### Clock wires, drivers and flops

Scale bar: 20 microns.
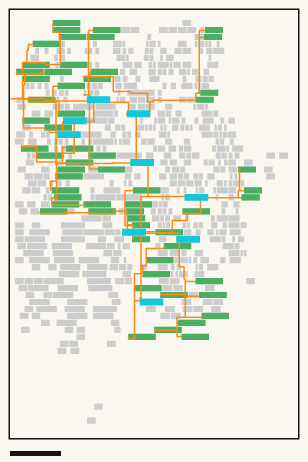
### Placement by cell class

Scale bar: 20 microns.
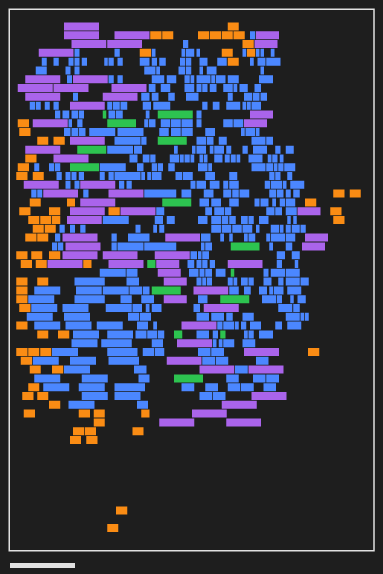
[src/rtl/weight_update_arbiter_pkg.sv]
// Shared types, learning constants and saturating weight arithmetic for the
// plasticity weight-update arbiter.
package weight_update_arbiter_pkg;

    localparam int          QDEPTH_DEF     = 4;
    localparam int          STARVE_LIM_DEF = 8;
    localparam logic [1:0]  W_INIT_DEF     = 2'd1;
    localparam int          NUM_W          = 16;
    localparam int          IDX_W          = 4;

    typedef enum logic [2:0] {
        SRC_NONE,
        SRC_PROG,
        SRC_FORCED,
        SRC_LTP,
        SRC_QUEUE,
        SRC_BYPASS
    } wr_src_e;

    function automatic logic [1:0] sat_inc2(input logic [1:0] w);
        return (w == 2'd3) ? 2'd3 : w + 2'd1;
    endfunction

    function automatic logic [1:0] sat_dec2(input logic [1:0] w);
        return (w == 2'd0) ? 2'd0 : w - 2'd1;
    endfunction

endpackage

[src/rtl/weight_update_arbiter_ltd_fifo.sv]
// Deferred-LTD queue: shift-compacted so the head is always slot 0, which lets
// invalidation remove arbitrary entries while preserving the order of the rest.
module ltd_fifo #(
    parameter  int DEPTH = 4,
    parameter  int EW    = 4,
    localparam int CW    = $clog2(DEPTH + 1)
) (
    input  logic          clk,
    input  logic          rst,
    input  logic          push,
    input  logic [EW-1:0] push_data,
    input  logic          pop,
    input  logic          inval_en,
    input  logic [EW-1:0] inval_data,
    output logic [EW-1:0] head,
    output logic [CW-1:0] count,
    output logic          push_drop
);

    localparam int AW = $clog2(DEPTH);

    logic [EW-1:0] mem     [DEPTH];
    logic [EW-1:0] nxt_mem [DEPTH];
    logic [CW-1:0] cnt;
    logic [CW-1:0] nxt_cnt;
    logic [CW-1:0] kept;

    // Pop and invalidate first, then append the push into whatever room is left.
    always_comb begin
        nxt_mem   = mem;
        kept      = '0;
        push_drop = 1'b0;
        for (int i = 0; i < DEPTH; i++) begin
            if ((CW'(i) < cnt) && !(pop && (i == 0)) &&
                !(inval_en && (mem[i] == inval_data))) begin
                nxt_mem[kept[AW-1:0]] = mem[i];
                kept = kept + CW'(1);
            end
        end
        nxt_cnt = kept;
        if (push) begin
            if (kept == CW'(DEPTH)) begin
                push_drop = 1'b1;
            end else begin
                nxt_mem[kept[AW-1:0]] = push_data;
                nxt_cnt = kept + CW'(1);
            end
        end
    end

    always_ff @(posedge clk) begin
        if (rst) begin
            cnt <= '0;
        end else begin
            cnt <= nxt_cnt;
            mem <= nxt_mem;
        end
    end

    assign head  = mem[0];
    assign count = cnt;

endmodule

[src/rtl/weight_update_arbiter.sv]
// Single-port weight array arbiter: host programming, LTP and LTD compete for
// one write per cycle; LTD losers are deferred in a queue with anti-starvation.
module weight_update_arbiter
    import weight_update_arbiter_pkg::*;
#(
    parameter  int         QDEPTH     = QDEPTH_DEF,
    parameter  int         STARVE_LIM = STARVE_LIM_DEF,
    parameter  logic [1:0] W_INIT     = W_INIT_DEF,
    localparam int         CW         = $clog2(QDEPTH + 1)
) (
    input  logic             clk,
    input  logic             rst,
    input  logic             ena,
    input  logic             prog_we,
    input  logic [IDX_W-1:0] prog_idx,
    input  logic [1:0]       prog_wdata,
    input  logic             ltp_req,
    input  logic [IDX_W-1:0] ltp_idx,
    output logic             ltp_ready,
    input  logic             ltd_req,
    input  logic [IDX_W-1:0] ltd_idx,
    input  logic [IDX_W-1:0] rd_idx_a,
    input  logic [IDX_W-1:0] rd_idx_b,
    output logic [1:0]       rd_data_a,
    output logic [1:0]       rd_data_b,
    output logic [2*NUM_W-1:0] weights,
    output logic [CW-1:0]    ltd_q_count,
    output logic             ltd_drop,
    output logic             busy
);

    localparam int AGE_W = $clog2(STARVE_LIM + 1);

    logic [1:0]       w [NUM_W];
    logic [AGE_W-1:0] age;
    logic [IDX_W-1:0] q_head;
    logic [CW-1:0]    q_count;
    logic             q_push;
    logic             q_pop;
    logic             q_inval;
    logic             q_drop;
    logic             starve_force;
    logic             head_inval;
    wr_src_e          src;
    logic [IDX_W-1:0] wr_idx;
    logic [1:0]       wr_val;

    assign busy         = (q_count != '0);
    assign starve_force = busy && (age >= AGE_W'(STARVE_LIM));
    assign ltp_ready    = ena && !prog_we && !starve_force;
    assign head_inval   = q_inval && busy && (q_head == prog_idx);

    // Write-source priority; a cancelled LTP/LTD pair leaves the slot unused.
    always_comb begin
        src     = SRC_NONE;
        q_push  = 1'b0;
        q_pop   = 1'b0;
        q_inval = 1'b0;
        if (ena && !rst) begin
            if (prog_we) begin
                src     = SRC_PROG;
                q_inval = 1'b1;
                q_push  = ltd_req && (ltd_idx != prog_idx);
            end else if (starve_force) begin
                src    = SRC_FORCED;
                q_pop  = 1'b1;
                q_push = ltd_req;
            end else if (ltp_req) begin
                if (!(ltd_req && (ltd_idx == ltp_idx))) begin
                    src    = SRC_LTP;
                    q_push = ltd_req;
                end
            end else if (busy) begin
                src    = SRC_QUEUE;
                q_pop  = 1'b1;
                q_push = ltd_req;
            end else if (ltd_req) begin
                src = SRC_BYPASS;
            end
        end
    end

    always_comb begin
        wr_idx = '0;
        wr_val = '0;
        case (src)
            SRC_PROG: begin
                wr_idx = prog_idx;
                wr_val = prog_wdata;
            end
            SRC_FORCED, SRC_QUEUE: begin
                wr_idx = q_head;
                wr_val = sat_dec2(w[q_head]);
            end
            SRC_LTP: begin
                wr_idx = ltp_idx;
                wr_val = sat_inc2(w[ltp_idx]);
            end
            SRC_BYPASS: begin
                wr_idx = ltd_idx;
                wr_val = sat_dec2(w[ltd_idx]);
            end
            default: ;
        endcase
    end

    always_ff @(posedge clk) begin
        if (rst) begin
            for (int i = 0; i < NUM_W; i++) begin
                w[i] <= W_INIT;
            end
        end else if (src != SRC_NONE) begin
            w[wr_idx] <= wr_val;
        end
    end

    // A new head (after pop, invalidation of the head, or first fill) starts at age zero.
    always_ff @(posedge clk) begin
        if (rst) begin
            age <= '0;
        end else if (ena) begin
            if (q_pop || head_inval || !busy) begin
                age <= '0;
            end else if (age < AGE_W'(STARVE_LIM)) begin
                age <= age + AGE_W'(1);
            end
        end
    end

    ltd_fifo #(
        .DEPTH (QDEPTH),
        .EW    (IDX_W)
    ) u_ltd_fifo (
        .clk        (clk),
        .rst        (rst),
        .push       (q_push),
        .push_data  (ltd_idx),
        .pop        (q_pop),
        .inval_en   (q_inval),
        .inval_data (prog_idx),
        .head       (q_head),
        .count      (q_count),
        .push_drop  (q_drop)
    );

    assign ltd_drop    = q_drop;
    assign ltd_q_count = q_count;
    assign rd_data_a   = w[rd_idx_a];
    assign rd_data_b   = w[rd_idx_b];

    for (genvar g = 0; g < NUM_W; g++) begin : g_flat
        assign weights[2*g +: 2] = w[g];
    end

endmodule

[config.mk]
export PLATFORM = sky130hd
export DESIGN_NAME = weight_update_arbiter
export DESIGN_NICKNAME = d
export VERILOG_FILES = /design/src/rtl/weight_update_arbiter_pkg.sv /design/src/rtl/weight_update_arbiter_ltd_fifo.sv /design/src/rtl/weight_update_arbiter.sv
export SDC_FILE = /design/constraint.sdc
export NUM_CORES = 1
export LEC_CHECK = 0
export CORE_ASPECT_RATIO = 1.5
export CORE_MARGIN = 1.5
export CORE_UTILIZATION = 30
export CTS_BUF_LIST = sky130_fd_sc_hd__clkbuf_16
export DETAILED_ROUTE_END_ITERATION = 6
export GPL_ROUTABILITY_DRIVEN = 0
export SLEW_MARGIN = 25
export SYNTH_ARGS = -nofsm -noshare
export SYNTH_HDL_FRONTEND = slang
export SYNTH_SLANG_ARGS = --single-unit
[constraint.sdc]
create_clock -name clk -period 13.3 [get_ports clk]
set_input_delay 2.66 -clock clk [delete_from_list [all_inputs] [get_ports clk]]
set_output_delay 2.66 -clock clk [all_outputs]
set_load 0.03 [all_outputs]
==> impl_metrics.xml <==
<?xml version="1.0" encoding="UTF-8"?>
<metrics>
  <group name="yosys">
    <metric name="proportion_of_netlist_area_held_by_the_largest_area_contributor" unit="%">26.8</metric>
    <metric name="post_synth_mux_area_share" unit="%">25.8</metric>
    <metric name="synth_warnings" unit="">0</metric>
  </group>
  <group name="run_status">
    <metric name="violations" unit="">DRC</metric>
    <metric name="status" unit="">complete, but fails checks</metric>
  </group>
  <group name="layout">
    <metric name="area.growth.synth_to_final" unit="%">20.4</metric>
    <metric name="logic_gates" unit="">392</metric>
    <metric name="comb_area_share" unit="%">53.5</metric>
    <metric name="design.seq.count" unit="">59</metric>
    <metric name="commonest_cells_after_routing_fill_and_taps_aside" unit="">sky130_fd_sc_hd__clkdlybuf4s50_1 (69), sky130_fd_sc_hd__edfxtp_1 (48), sky130_fd_sc_hd__mux4_2 (35)</metric>
  </group>
  <group name="worst_hold_path">
    <metric name="min_delay_worst_endpoint" unit="">age[0]</metric>
    <metric name="min-delay-path-class" unit="">reg2reg</metric>
  </group>
  <group name="route">
    <metric name="drt_pass1_iterations" unit="">7</metric>
    <metric name="drc" unit="">2</metric>
    <metric name="topRoutingLayerUsed" unit="">met4</metric>
    <metric name="metal1_wirelength" unit="microns">6440</metric>
  </group>
  <group name="worst_setup_path">
    <metric name="ff2ff_setup_slack" unit="ns">8.45</metric>
    <metric name="critical_path.reg2reg.endpoint" unit="">u_ltd_fifo.mem[6]</metric>
    <metric name="critical_path.startpoint_type" unit="">input pin</metric>
  </group>
  <group name="global_routing">
    <metric name="grt_max_degree" unit="">37</metric>
    <metric name="grt_first_pass_wirelength" unit="microns">27600</metric>
  </group>
  <group name="sta">
    <metric name="final_min_period_over_clock_period" unit="%">74.3</metric>
    <metric name="totalNegativeSetupSlack" unit="ns">0</metric>
  </group>
  <group name="power_and_ir_drop">
    <metric name="dominant_power_group" unit="">registers</metric>
    <metric name="comb_power_share" unit="%">22.6</metric>
  </group>
  <group name="placement">
    <metric name="total_half_perimeter_wirelength_after_legalization_and_detailed_placement" unit="microns">13800</metric>
  </group>
  <group name="floorplan">
    <metric name="floorplanUtilization" unit="%">30.8</metric>
  </group>
  <group name="clock_network">
    <metric name="cts.clk_slew.worst_paths" unit="ns">0.05</metric>
  </group>
</metrics>
## Picture notes: 'Clock wires, drivers and flops'
Key: clock wires = orange [length 946 microns]; clock-net drivers = cyan [count 9]; flip-flops = green [count 59]
There are 10 routed clock nets.

## Picture notes: 'Placement by cell class'
Key: registers = purple [cells 59, share of their area 27%]; remaining logic cells = blue [cells 410, share of their area 57%]; clock drivers and dummy loads = green [cells 15, share of their area 4.6%]; remaining buffers and delay cells = orange [cells 74, share of their area 12%]

